==> src/rtl/uart_tx_mmio_if.sv <==
// rtl/uart_tx_mmio_if.sv - MEM-stage data bus bundle for the memory-mapped UART transmitter
// Purpose: carries the processor's load/store strobes, address and data to one responder.
// Signals: MemRd, MemWr (strobes), Addr (byte address), WriteData (store data) driven by the
//          master; ReadData (combinational load data, 0 when not selected) driven by the slave.
interface uart_tx_mmio_if;
  logic        MemRd;
  logic        MemWr;
  logic [31:0] Addr;
  logic [31:0] WriteData;
  logic [31:0] ReadData;

  modport master (output MemRd, MemWr, Addr, WriteData, input ReadData);
  modport slave  (input MemRd, MemWr, Addr, WriteData, output ReadData);
endinterface

==> src/rtl/uart_tx_mmio.sv <==
// rtl/uart_tx_mmio.sv - memory-mapped 8N1 UART transmitter with 4-entry TX FIFO and done interrupt
// Purpose: stores to TXDATA queue bytes; a serializer drains them onto UART_TX LSB first.
//          Registers: TXDATA +0, STATUS +4, CTRL +8, BAUDDIV +C relative to BASE_ADDR.
// Ports:
//   clk     - sole clock, all state on posedge
//   reset   - synchronous, active-high
//   bus     - data bus slave (MemRd, MemWr, Addr, WriteData in; ReadData out)
//   UART_TX - registered serial line, idle high
//   tx_irq  - registered done_pending AND irq_en
module uart_tx_mmio #(
  parameter logic [31:0] BASE_ADDR = 32'h4000_0030,
  parameter logic [15:0] DIV_RESET = 16'd5208
) (
  input  logic          clk,
  input  logic          reset,
  uart_tx_mmio_if.slave bus,
  output logic          UART_TX,
  output logic          tx_irq
);
  localparam logic [31:0] ADDR_TXDATA = BASE_ADDR;
  localparam logic [31:0] ADDR_STATUS = BASE_ADDR + 32'd4;
  localparam logic [31:0] ADDR_CTRL   = BASE_ADDR + 32'd8;
  localparam logic [31:0] ADDR_BAUD   = BASE_ADDR + 32'd12;

  typedef enum logic [1:0] {IDLE, START, DATA, STOP} state_t;

  state_t      state, state_d;
  logic [15:0] div;
  logic [15:0] baud_cnt, baud_cnt_d;
  logic [2:0]  bit_idx, bit_idx_d;
  logic [7:0]  shift, shift_d;
  logic [7:0]  fifo_mem [4];
  logic [1:0]  wr_ptr, rd_ptr;
  logic [2:0]  count;
  logic        ovf, done_pending, irq_en;
  logic        fifo_empty, fifo_full;
  logic        wr_txdata, wr_status, wr_ctrl, wr_baud;
  logic        push, pop, drop, done_set, done_d, irq_en_d, bit_end, tx_d;

  assign wr_txdata = bus.MemWr && (bus.Addr == ADDR_TXDATA);
  assign wr_status = bus.MemWr && (bus.Addr == ADDR_STATUS);
  assign wr_ctrl   = bus.MemWr && (bus.Addr == ADDR_CTRL);
  assign wr_baud   = bus.MemWr && (bus.Addr == ADDR_BAUD);

  assign fifo_empty = (count == 3'd0);
  assign fifo_full  = (count == 3'd4);
  assign bit_end    = (baud_cnt == 16'd0);

  // A full FIFO still takes a store when the serializer pops on the same edge.
  assign push = wr_txdata && (!fifo_full || pop);
  assign drop = wr_txdata && fifo_full && !pop;

  // A completing frame beats a software clear on the same edge.
  assign done_d   = done_set || (done_pending && !(wr_status && bus.WriteData[1]));
  assign irq_en_d = wr_ctrl ? bus.WriteData[0] : irq_en;

  // Baud counter reloads only at bit boundaries, so a new BAUDDIV never
  // stretches or shortens the bit currently on the line.
  always_comb begin
    state_d    = state;
    baud_cnt_d = baud_cnt;
    bit_idx_d  = bit_idx;
    shift_d    = shift;
    pop        = 1'b0;
    done_set   = 1'b0;
    case (state)
      IDLE: begin
        if (!fifo_empty) begin
          pop        = 1'b1;
          shift_d    = fifo_mem[rd_ptr];
          baud_cnt_d = div - 16'd1;
          state_d    = START;
        end
      end
      START: begin
        if (bit_end) begin
          state_d    = DATA;
          bit_idx_d  = 3'd0;
          baud_cnt_d = div - 16'd1;
        end else begin
          baud_cnt_d = baud_cnt - 16'd1;
        end
      end
      DATA: begin
        if (bit_end) begin
          baud_cnt_d = div - 16'd1;
          if (bit_idx == 3'd7) begin
            state_d = STOP;
          end else begin
            bit_idx_d = bit_idx + 3'd1;
            shift_d   = {1'b0, shift[7:1]};
          end
        end else begin
          baud_cnt_d = baud_cnt - 16'd1;
        end
      end
      STOP: begin
        if (bit_end) begin
          done_set = 1'b1;
          if (!fifo_empty) begin
            // Chain straight into the next start bit: no idle gap between frames.
            pop        = 1'b1;
            shift_d    = fifo_mem[rd_ptr];
            baud_cnt_d = div - 16'd1;
            state_d    = START;
          end else begin
            state_d = IDLE;
          end
        end else begin
          baud_cnt_d = baud_cnt - 16'd1;
        end
      end
      default: state_d = IDLE;
    endcase

    // Line level is registered from the next state so it changes with the state.
    case (state_d)
      START:   tx_d = 1'b0;
      DATA:    tx_d = shift_d[0];
      default: tx_d = 1'b1;
    endcase
  end

  always_ff @(posedge clk) begin
    if (reset) begin
      state        <= IDLE;
      baud_cnt     <= '0;
      bit_idx      <= '0;
      shift        <= '0;
      wr_ptr       <= '0;
      rd_ptr       <= '0;
      count        <= '0;
      ovf          <= 1'b0;
      done_pending <= 1'b0;
      irq_en       <= 1'b0;
      div          <= DIV_RESET;
      UART_TX      <= 1'b1;
      tx_irq       <= 1'b0;
    end else begin
      state        <= state_d;
      baud_cnt     <= baud_cnt_d;
      bit_idx      <= bit_idx_d;
      shift        <= shift_d;
      UART_TX      <= tx_d;
      done_pending <= done_d;
      irq_en       <= irq_en_d;
      tx_irq       <= done_d && irq_en_d;
      if (push) wr_ptr <= wr_ptr + 2'd1;
      if (pop)  rd_ptr <= rd_ptr + 2'd1;
      if (push && !pop)      count <= count + 3'd1;
      else if (pop && !push) count <= count - 3'd1;
      if (drop)                                ovf <= 1'b1;
      else if (wr_status && bus.WriteData[4])  ovf <= 1'b0;
      if (wr_baud) div <= (bus.WriteData[15:0] < 16'd2) ? 16'd2 : bus.WriteData[15:0];
    end
  end

  // FIFO payload needs no reset: occupancy is tracked by the pointers and count.
  always_ff @(posedge clk) begin
    if (push) fifo_mem[wr_ptr] <= bus.WriteData[7:0];
  end

  // Read mux is zero when not selected so several responders can be OR-ed.
  always_comb begin
    bus.ReadData = '0;
    if (bus.MemRd) begin
      if (bus.Addr == ADDR_STATUS)
        bus.ReadData = {24'd0, count, ovf, fifo_empty, fifo_full, done_pending, (state != IDLE)};
      else if (bus.Addr == ADDR_CTRL)
        bus.ReadData = {31'd0, irq_en};
      else if (bus.Addr == ADDR_BAUD)
        bus.ReadData = {16'd0, div};
    end
  end
endmodule

==> src/flat_wrapper.sv <==
// flat-port wrapper written by rule: the top's interface ports become plain ports
module uart_tx_mmio_flat 
#(
  parameter logic [31:0] BASE_ADDR = 32'h4000_0030,
  parameter logic [15:0] DIV_RESET = 16'd5208
)
  (clk, reset, UART_TX, tx_irq, bus_MemRd, bus_MemWr, bus_Addr, bus_WriteData, bus_ReadData);
  uart_tx_mmio_if bus_i ();
  input  logic clk;
  input  logic reset;
  output logic UART_TX;
  output logic tx_irq;
  input wire logic [$bits(bus_i.MemRd)-1:0] bus_MemRd;
  input wire logic [$bits(bus_i.MemWr)-1:0] bus_MemWr;
  input wire logic [$bits(bus_i.Addr)-1:0] bus_Addr;
  input wire logic [$bits(bus_i.WriteData)-1:0] bus_WriteData;
  output wire logic [$bits(bus_i.ReadData)-1:0] bus_ReadData;
  assign bus_i.MemRd = bus_MemRd;
  assign bus_i.MemWr = bus_MemWr;
  assign bus_i.Addr = bus_Addr;
  assign bus_i.WriteData = bus_WriteData;
  assign bus_ReadData = bus_i.ReadData;
  uart_tx_mmio #(.BASE_ADDR(BASE_ADDR), .DIV_RESET(DIV_RESET)) u_core (.clk(clk), .reset(reset), .bus(bus_i), .UART_TX(UART_TX), .tx_irq(tx_irq));
endmodule
==> config.mk <==
export PLATFORM = sky130hd
export DESIGN_NAME = uart_tx_mmio_flat
export DESIGN_NICKNAME = d
export VERILOG_FILES = /design/src/rtl/uart_tx_mmio_if.sv /design/src/rtl/uart_tx_mmio.sv /design/src/flat_wrapper.sv
export SDC_FILE = /design/constraint.sdc
export NUM_CORES = 1
export LEC_CHECK = 0
export CORE_MARGIN = 1
export CORE_UTILIZATION = 53
export CTS_CLUSTER_SIZE = 20
export DETAILED_ROUTE_END_ITERATION = 12
export GPL_ROUTABILITY_DRIVEN = 0
export PLACE_DENSITY = 0.81
export SLEW_MARGIN = 30
export SYNTH_ARGS = -nofsm -noshare
export SYNTH_HDL_FRONTEND = slang
export SYNTH_SLANG_ARGS = --single-unit
==> constraint.sdc <==
create_clock -name clk -period 4.2 [get_ports clk]
set_clock_uncertainty 0.15 [all_clocks]
set_input_delay 1.05 -clock clk [delete_from_list [all_inputs] [get_ports clk]]
set_output_delay 1.05 -clock clk [all_outputs]
set_load 0.01 [all_outputs]
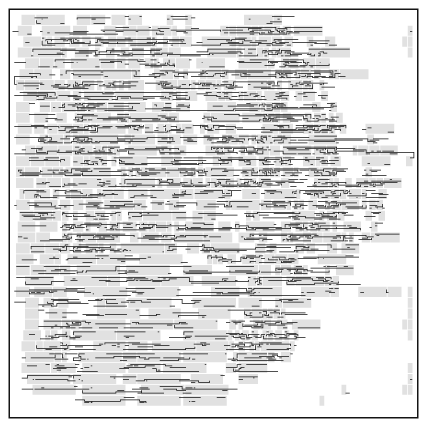
run_1/met1.png
Scale: 4 px per um.
main direction = horizontal
nets with wire on the layer = 651
share of all routed wire = 39%

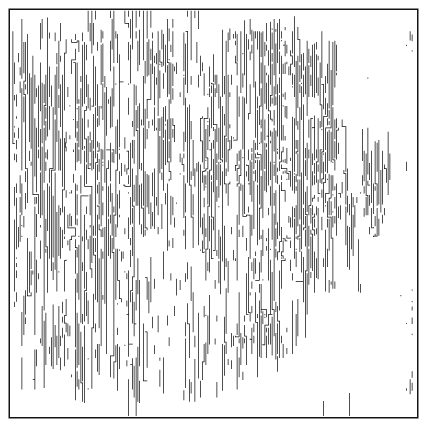
run_1/met2.png
Scale: 4 px per um.
nets with wire on the layer = 617
share of all routed wire = 49%
main direction = vertical
wire length on this layer = 7050 um
longest straight run = 46.6 um

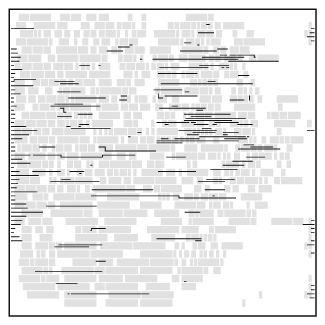
run_1/met3.png
Scale: 3 px per um.
wire length on this layer = 1080 um
share of all routed wire = 7.6%

==> metrics.log, run 1 <==
[flow] summary of implementation run
[metrics] Power per Cell Area: around 530 nW/um2
[metrics] Unique cell types: approximately 74
[metrics] die width: between 100 and 150 um
[metrics] worst path cell trace: clkdlybuf4s50_1 -> nor4_1 -> nand4_1 -> nor2_2 -> buf_4 -> nand3_1 -> buf_4 -> nor2_1 -> clkdlybuf4s15_1
[metrics] start-to-end type of the worst setup path: in -> out
[metrics] count of input and output buffers: 69
[metrics] CTS Buf Count: 9
[metrics] initial antenna violation count: 0
[metrics] clk slew on worst S/H paths: approximately 100 ps
[metrics] DRC violation count after routing: 0
[metrics] ANT cells: 0
[metrics] area of the placeable core: 9729 um2
[metrics] number of instances resized during post-cts repair: 20
[metrics] net count reported at finish: between 700 and 800
[metrics] Post-synth ARST share: 0%
[metrics] Worst Max-Slew Pin Slew: 961.0 ps
[metrics] number of levels the H-tree was split into: 3
[metrics] via count: about 4800
[metrics] row count: 36
[metrics] GRT Residual Overflow: 0
[metrics] Core Density at Floorplan: between 50 and 60%
[metrics] number of warnings reported in the yosys synthesis log: 0
[metrics] sum of negative setup slack: 0 ps
[metrics] number of enable-type register cells in the synthesized netlist: 32
[metrics] TritonCTS clock tree: done
[metrics] number of hold-repair buffers added at the cts stage: 0
[metrics] final count of pins violating max slew: 0
[metrics] Ports: approximately 100
[metrics] cell total after placement: 763
[metrics] status: finished clean
[metrics] global routing usage summed across all routing layers: approximately 28%
[metrics] post-CTS setup-driven buffer insertion count: 14
[metrics] Hold Fails Final Rpt: 0
[metrics] Final Power: 3401 uW
[metrics] Top FF cell, synth: dfxtp_1
[metrics] total area of sequential cells: about 2100 um2
[run 1: registers in the layout, indices dropped and copies added (netlist names), named ones only]
name and flops:
u_core.bit_idx 3, u_core.baud_cnt 16, u_core.UART_TX 1, u_core.wr_ptr 2, u_core.state 2, u_core.ovf 1, u_core.rd_ptr 2, u_core.fifo_mem 32
u_core.done_pending 1, u_core.tx_irq 1, u_core.div 16, u_core.shift 8, u_core.count 3, u_core.irq_en 1
[run 1: through the flow]
stage	instance area [um2]	setup WS [ps]	utilization, %	hold slack, ps
6_report	6432	15.39	66.11	359.0
5_1_grt	6432	-179.8	66.11	380.3
4_1_cts	6344	5.358	65.20	345.3
3_5_place_dp	6027	-246.0	61.95	331.0
3_3_place_gp	6027	-229.7	61.95	320.3
2_1_floorplan	5330	393.1	-	299.2
[run 1: cells in the mapped netlist, drive strengths merged, types with 13 or more instances]
library cell	instances	share of area [%]
nor4	15	2.2
a21oi	48	4.6
and2	16	1.9
inv	13	0.93
buf	30	3.9
nand3	14	1.4
clkbuf	15	1.3
nand2	51	3.6
o21ai	16	1.6
xor2	13	2.2
nor2	65	4.7
ha	15	3.6
edfxtp	32	18
nor3	22	2.4
dfxtp	59	22
[run 1: cells in the final DEF (no fill, tap or decap), types with 8 or more instances in the layout]
cell type and n:
xnor2_1 11, nand2_1 51, nor3_1 19, a211oi_1 8, and2_1 15, nand3_1 13
edfxtp_1 32, nor2_1 61, inv_1 13, clkbuf_8 9, clkdlybuf4s50_1 46, ha_1 15
o21ai_0 15, nor4_1 9, a22oi_1 9, dfxtp_1 59, mux2i_1 9, buf_4 33
mux4_2 8, xor2_1 13, a21oi_1 48, nand4_1 8, conb_1 16
[run 1: cell families after synthesis]
| kind of cell | count (synthesis) | share of synthesized area (%) |
|---|---|---|
| AND-OR/OR-AND | 133 | 16.58 |
| XOR/XNOR | 24 | 3.986 |
| adder cells (fa/ha/maj) | 16 | 3.938 |
| buffers and inverters | 60 | 6.358 |
| flip-flops | 91 | 40.62 |
| multiplexers | 19 | 5.552 |
| other | 1 | 0.07111 |
| AND/OR/NAND/NOR | 231 | 22.89 |
[run 1: layer usage]
metal,global-route usage (%),routed length [um],up-vias
met4,14.72,523,0
met3,5.314,1080,42
li1,-,-,2258
met2,47.25,7047,269
met5,0,0,-
met1,33.38,5611,2253
[run 1: area by class of cell]
type                            count  share of cell area (%)
Clock buffer                        9                   1.926
Clock inverter                      7                   1.381
Inverter                           14                  0.8170
Multi-Input combinational cell    441                   45.59
Sequential cell                    91                   33.30
Tap cell                          133                   2.587
Timing Repair Buffer              102                   14.39
[run 1: power breakdown]
| part | internal, uW | switching [uW] | total [uW] |
|---|---|---|---|
| clock | 241 | 372 | 614 |
| combinational | 629 | 1000 | 1630 |
| sequential | 1010 | 140 | 1150 |
| total | 1880 | 1520 | 3400 |
[run 1: final timing paths]
kind	startpoint	end	slack [ps]	cells after the start
worst max-delay path	bus_Addr[1]	bus_ReadData[5]	20	9
worst min-delay path	u_core.irq_en	u_core.irq_en	360	2
worst max register to register	u_core.baud_cnt[2]	u_core.count[2]	670	11
worst min register to register	u_core.irq_en	u_core.irq_en	360	2
run_1/met4.png
Scale: 3 px per um.
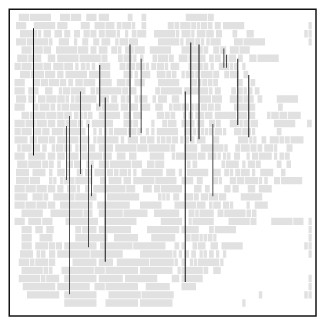

==> inputs of run 2 (changes only) <==
Settings changed: CELL_PAD_IN_SITES_DETAIL_PLACEMENT set to 0, CELL_PAD_IN_SITES_GLOBAL_PLACEMENT set to 2, CORE_UTILIZATION 53 to 32, PLACE_DENSITY 0.81 to unset, PLACE_DENSITY_LB_ADDON set to 0.1.
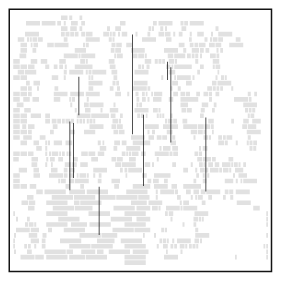
run_2/met4.png
Scale: 2 px per um.
wire length on this layer = 272 um
main direction = vertical
longest straight run = 49.6 um
share of all routed wire = 1.8%

==> run 2 against run 1 <==
Synthesized cell count unchanged. Cell count up 8.8%. Worst hold slack worse by 28 ps. Critical endpoint is now bus_ReadData[14]. Worst setup slack better by 140 ps. Area after synthesis unchanged. Design area up 1.0%.
==> metrics.log, run 2 <==
[flow] summary of implementation run
[metrics] count of input and output buffers: ~69
[metrics] post-synth top area share: 22.40%
[metrics] final count of pins violating max slew: 0
[metrics] initial antenna violation count: 0
[metrics] number of warnings reported in the yosys synthesis log: 0
[metrics] net count reported at finish: between 700 and 800
[metrics] GRT Residual Overflow: 0
[metrics] commonest non-fill, non-tap cells in the layout: nor2_1 (62), dfxtp_1 (59), clkdlybuf4s50_1 (52)
[metrics] Top FF cell, synth: dfxtp_1
[metrics] dominant cell type by area after synthesis: dfxtp_1
[metrics] status: finished clean
[metrics] register name with the most flops: u_core.fifo_mem
[metrics] global routing usage summed across all routing layers: a little under a fifth
[metrics] largest registers: u_core.fifo_mem: 32 flops, u_core.baud_cnt: 16 flops, u_core.div: 16 flops
[metrics] Ports: between 100 and 150
[metrics] Power per Cell Area: ~570 nW/um2
[metrics] placed cell areas: roughly 6000 um2
[metrics] Unique cell types: 74
[metrics] top cells by count: nor2_1 (63), dfxtp_1 (59), nand2_1 (51), a21oi_1 (48), edfxtp_1 (32)
[metrics] die width: ~130 um
[metrics] sum of negative setup slack: 0 ps
[metrics] Hold Fails Final Rpt: 0
[metrics] cell types occupying the most area after synthesis: dfxtp_1 (22%), edfxtp_1 (18%), a21oi_1 (4.6%)
[metrics] Worst Max-Slew Pin Slew: a little under 900 ps
[metrics] Hold Startpoint: u_core.irq_en
[metrics] via count: ~4500
[metrics] Core Density at Floorplan: 32.96%
[metrics] Yosys top cell by instances: nor2_1
[metrics] TritonCTS clock tree: done
[metrics] clk slew on worst S/H paths: roughly 70 ps
[metrics] number of levels the H-tree was split into: 3
[metrics] launch point of the worst reg-to-reg path: u_core.baud_cnt[0]
[metrics] number of enable-type register cells in the synthesized netlist: 32
[metrics] Critical Path Source: bus_Addr[5]
[metrics] start-to-end type of the worst setup path: in -> out
[metrics] worst path cell trace: clkdlybuf4s50_1 -> nor4bb_2 -> nand4_1 -> nor2_2 -> nand2_1 -> nor2_1 -> buf_4 -> and2_1 -> clkdlybuf4s15_1
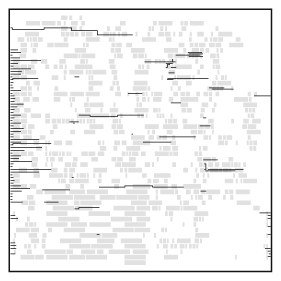
run_2/met3.png
Scale: 2 px per um.
wire length on this layer = 690 um
main direction = horizontal
share of all routed wire = 4.5%
nets with wire on the layer = 95

[run 2: cell counts after synthesis]
Identical to the previous run, type by type.
[run 2: area by class of cell]
type | count | area [um2] | area share [%]
multi-input cells | 439 | 2885 | 44.40
flip-flops and latches | 91 | 2142 | 32.96
repair buffers | 91 | 829.5 | 12.76
well taps | 216 | 270.3 | 4.159
clock buffers | 9 | 225.2 | 3.466
clock inverters | 7 | 93.84 | 1.444
inverters | 14 | 52.55 | 0.8086
[run 2: per-layer routing]
metal | vias up | GRT usage, % | share of wire (%)
li1 | 2225 | - | -
met1 | 2095 | 25.75 | 49
met2 | 135 | 29.35 | 44
met3 | 21 | 3.909 | 4.5
met4 | 0 | 6.085 | 1.8
met5 | - | 0 | 0
[run 2: final timing paths]
| path | to | slack [ps] | cells after the start |
|---|---|---|---|
| min reg2reg | u_core.irq_en | 330 | 2 |
| max reg2reg | u_core.count[2] | 900 | 13 |
| min | u_core.irq_en | 330 | 2 |
| max | bus_ReadData[14] | 150 | 9 |
[run 2: timing repair]
item,4_1_cts,5_1_grt
hold buffers,0,0
pin swaps,2,3
setup endpoints to repair,15,11
gates resized,20,13
buffers inserted,0,2
[run 2: report_power, final]
part | total, uW | switching [uW] | internal (uW)
registers | 1150 | 137 | 1010
clock network | 843 | 413 | 429
logic | 1720 | 1050 | 670
total | 3720 | 1600 | 2110
[run 2: logic make-up (layout without fill, tap and decap cells)]
logic type               Yosys count  after routing  synth area share, %
buffers and inverters             60            121                6.358
XOR/XNOR                          24             24                3.986
multiplexers                      19             19                5.552
other                              1             16              0.07111
flip-flops                        91             91                40.62
AND-OR/OR-AND                    133            133                16.58
AND/OR/NAND/NOR                  231            231                22.89
adder cells (fa/ha/maj)           16             16                3.938
[run 2: stage by stage]
stage | worst slack, ps | power (uW) | util [%]
global placement | -235.8 | 2872 | 38.46
global route | 0.2371 | 3972 | 40.62
detailed placement | -253.3 | 2874 | 38.46
finish | 150.5 | 3719 | 40.62
floorplan | 393.1 | 2428 | -
CTS | 100.9 | 3729 | 40.50
[run 2: tightest hold or removal path, delay by kind of cell, from the launching register on]
kind / cells / cell delay (ps)
flip-flops: 1 / 310
multiplexers: 1 / 70
AND/OR/NAND/NOR: 1 / 50
==> inputs of run 3 (changes only) <==
Settings changed: CORE_MARGIN 1 to unset.
Clock period 4.2 ns to 4.22 ns, I/O delays scaled along.
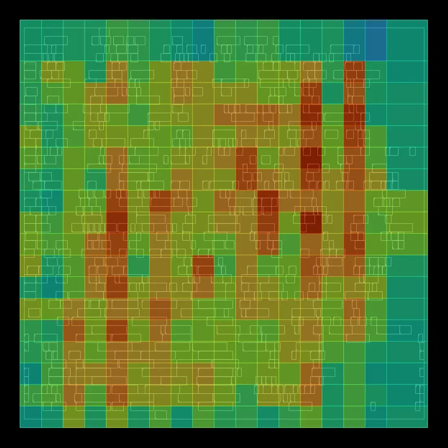
run_3/final_congestion.png
Core Util, Final: 40.61%
routing usage on met1: 25.34%
GR met2 Demand/Resource: 31.35%
global routing usage summed across all routing layers: 19.16%
met3 GRT Util: 3.909%

==> run 3 against run 2 <==
Count of clock-buffer cells in the layout increased by 1. Non-clock buffer count decreased by 3. Utilization about the same. Worst setup slack improved by 19 ps. Synthesized cell count unchanged. Clock power increased by 2%. Register-to-register slack got worse by 210 ps.
==> metrics.log, run 3 <==
[flow] summary of implementation run
[metrics] top cells by count: nor2_1 (63), dfxtp_1 (59), nand2_1 (51), a21oi_1 (48), edfxtp_1 (32)
[metrics] global route hottest layer: met2
[metrics] number of levels the H-tree was split into: 3
[metrics] commonest non-fill, non-tap cells in the layout: nor2_1 (59), dfxtp_1 (59), clkdlybuf4s50_1 (53)
[metrics] number of hold-repair buffers added at the cts stage: 0
[metrics] area of the placeable core: about 16000 um2
[metrics] TritonCTS clock tree: done
[metrics] CTS Buf Count: 9
[metrics] dominant cell type by area after synthesis: dfxtp_1
[metrics] terminus of the critical flop-to-flop path: u_core.count[2]
[metrics] flip-flop count of the largest register after layout: 32
[metrics] DRC violation count after routing: 0
[metrics] Critical Path Source: bus_Addr[2]
[metrics] Hold Fails Final Rpt: 0
[metrics] launch point of the worst reg-to-reg path: u_core.baud_cnt[0]
[metrics] number of enable-type register cells in the synthesized netlist: 32
[metrics] post-layout worst setup margin: approximately 170 ps
[metrics] Post-synth ARST share: 0%
[metrics] Unique cell types: ~74
[metrics] GRT Residual Overflow: 0
[metrics] cell total after placement: 847
[metrics] count of input and output buffers: slightly below 70
[metrics] start-to-end type of the worst setup path: in -> out
[metrics] status: finished clean
[metrics] largest registers: u_core.fifo_mem: 32 flops, u_core.baud_cnt: 16 flops, u_core.div: 16 flops
[metrics] register name with the most flops: u_core.fifo_mem
[metrics] die width: around 130 um
[metrics] initial antenna violation count: 0
[metrics] number of warnings reported in the yosys synthesis log: 0
[metrics] clk slew on worst S/H paths: about 70 ps
[metrics] final count of pins violating max slew: 0
[metrics] setup slack of the most critical reg-to-reg path: slightly below 700 ps
[metrics] row count: approximately 46
[metrics] Core Density at Floorplan: roughly 33%
[metrics] worst slack at placement: -213.8 ps
[metrics] via count: about 4500
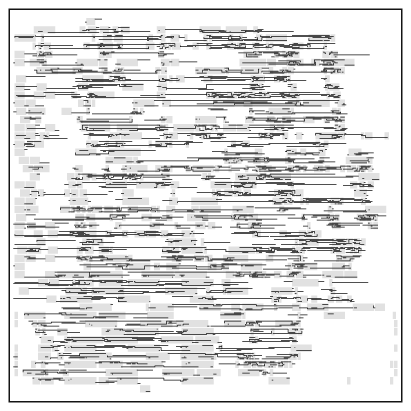
run_3/met1.png
Scale: 3 px per um.
main direction = horizontal
nets with wire on the layer = 636
share of all routed wire = 48%
wire length on this layer = 7280 um

[run 3: cell counts after synthesis]
Identical to the previous run, type by type.
[run 3: tightest hold or removal path, stage by stage, from the launching register on]
cell and delay [ps]:
dfxtp_1 310, nand2_1 50, mux2i_1 70
[run 3: worst min-delay path by stage]
stage,from,endpoint,slack (ps),cells past startpoint
global placement,u_core.bit_idx[1],u_core.bit_idx[1],320,2
CTS,u_core.irq_en,u_core.irq_en,340,2
global route,u_core.bit_idx[2],u_core.bit_idx[2],370,2
finish,u_core.irq_en,u_core.irq_en,340,2
floorplan,u_core.irq_en,u_core.irq_en,300,2
detailed placement,u_core.irq_en,u_core.irq_en,330,2
[run 3: cell families after synthesis]
logic type | share of synthesized area, %
AOI/OAI and AO/OA | 16.58
xor gates and xnor gates | 3.986
adders and majority gates | 3.938
buffers and inverters | 6.358
DFF | 40.62
muxes | 5.552
other | 0.07111
and+or+nand+nor | 22.89
[run 3: final cells by class]
class                           instances  area (um2)  area share (%)
Multi-Input combinational cell        439        2915           44.87
Sequential cell                        91        2142           32.97
Tap cell                              216       270.3           4.159
Inverter                               14       52.55          0.8088
Clock buffer                           10       229.0           3.524
Timing Repair Buffer                   88       809.5           12.46
Clock inverter                          6       78.83           1.213
[run 3: layer usage]
layer | vias up | wire (um)
met2 | 122 | 7063
li1 | 2216 | -
met1 | 2116 | 7281
met3 | 12 | 610
met4 | 0 | 187
met5 | - | 0
[run 3: power by group]
group	total, uW	switching [uW]	internal [uW]
Clock	858	384	474
Sequential	1150	136	1010
Combinational	1690	1030	663
[run 3: timing repair]
item,4_1_cts,5_1_grt
setup endpoints to repair,15,1
pin swaps,3,4
buffers inserted,1,0
resized,23,4
[run 3: through the flow]
| step | power [uW] | setup TNS (ps) | hold WS [ps] | cell area [um2] |
|---|---|---|---|---|
| detailed placement | 2853 | -3089 | 326.7 | 6138 |
| finish | 3695 | 0 | 339.4 | 6497 |
| global route | 3985 | 0 | 367.1 | 6497 |
| CTS | 3723 | 0 | 344.0 | 6470 |
| floorplan | 2417 | 0 | 299.2 | 5330 |
| global placement | 2849 | -3509 | 323.7 | 6138 |
Power and IR drop assume default switching activity.
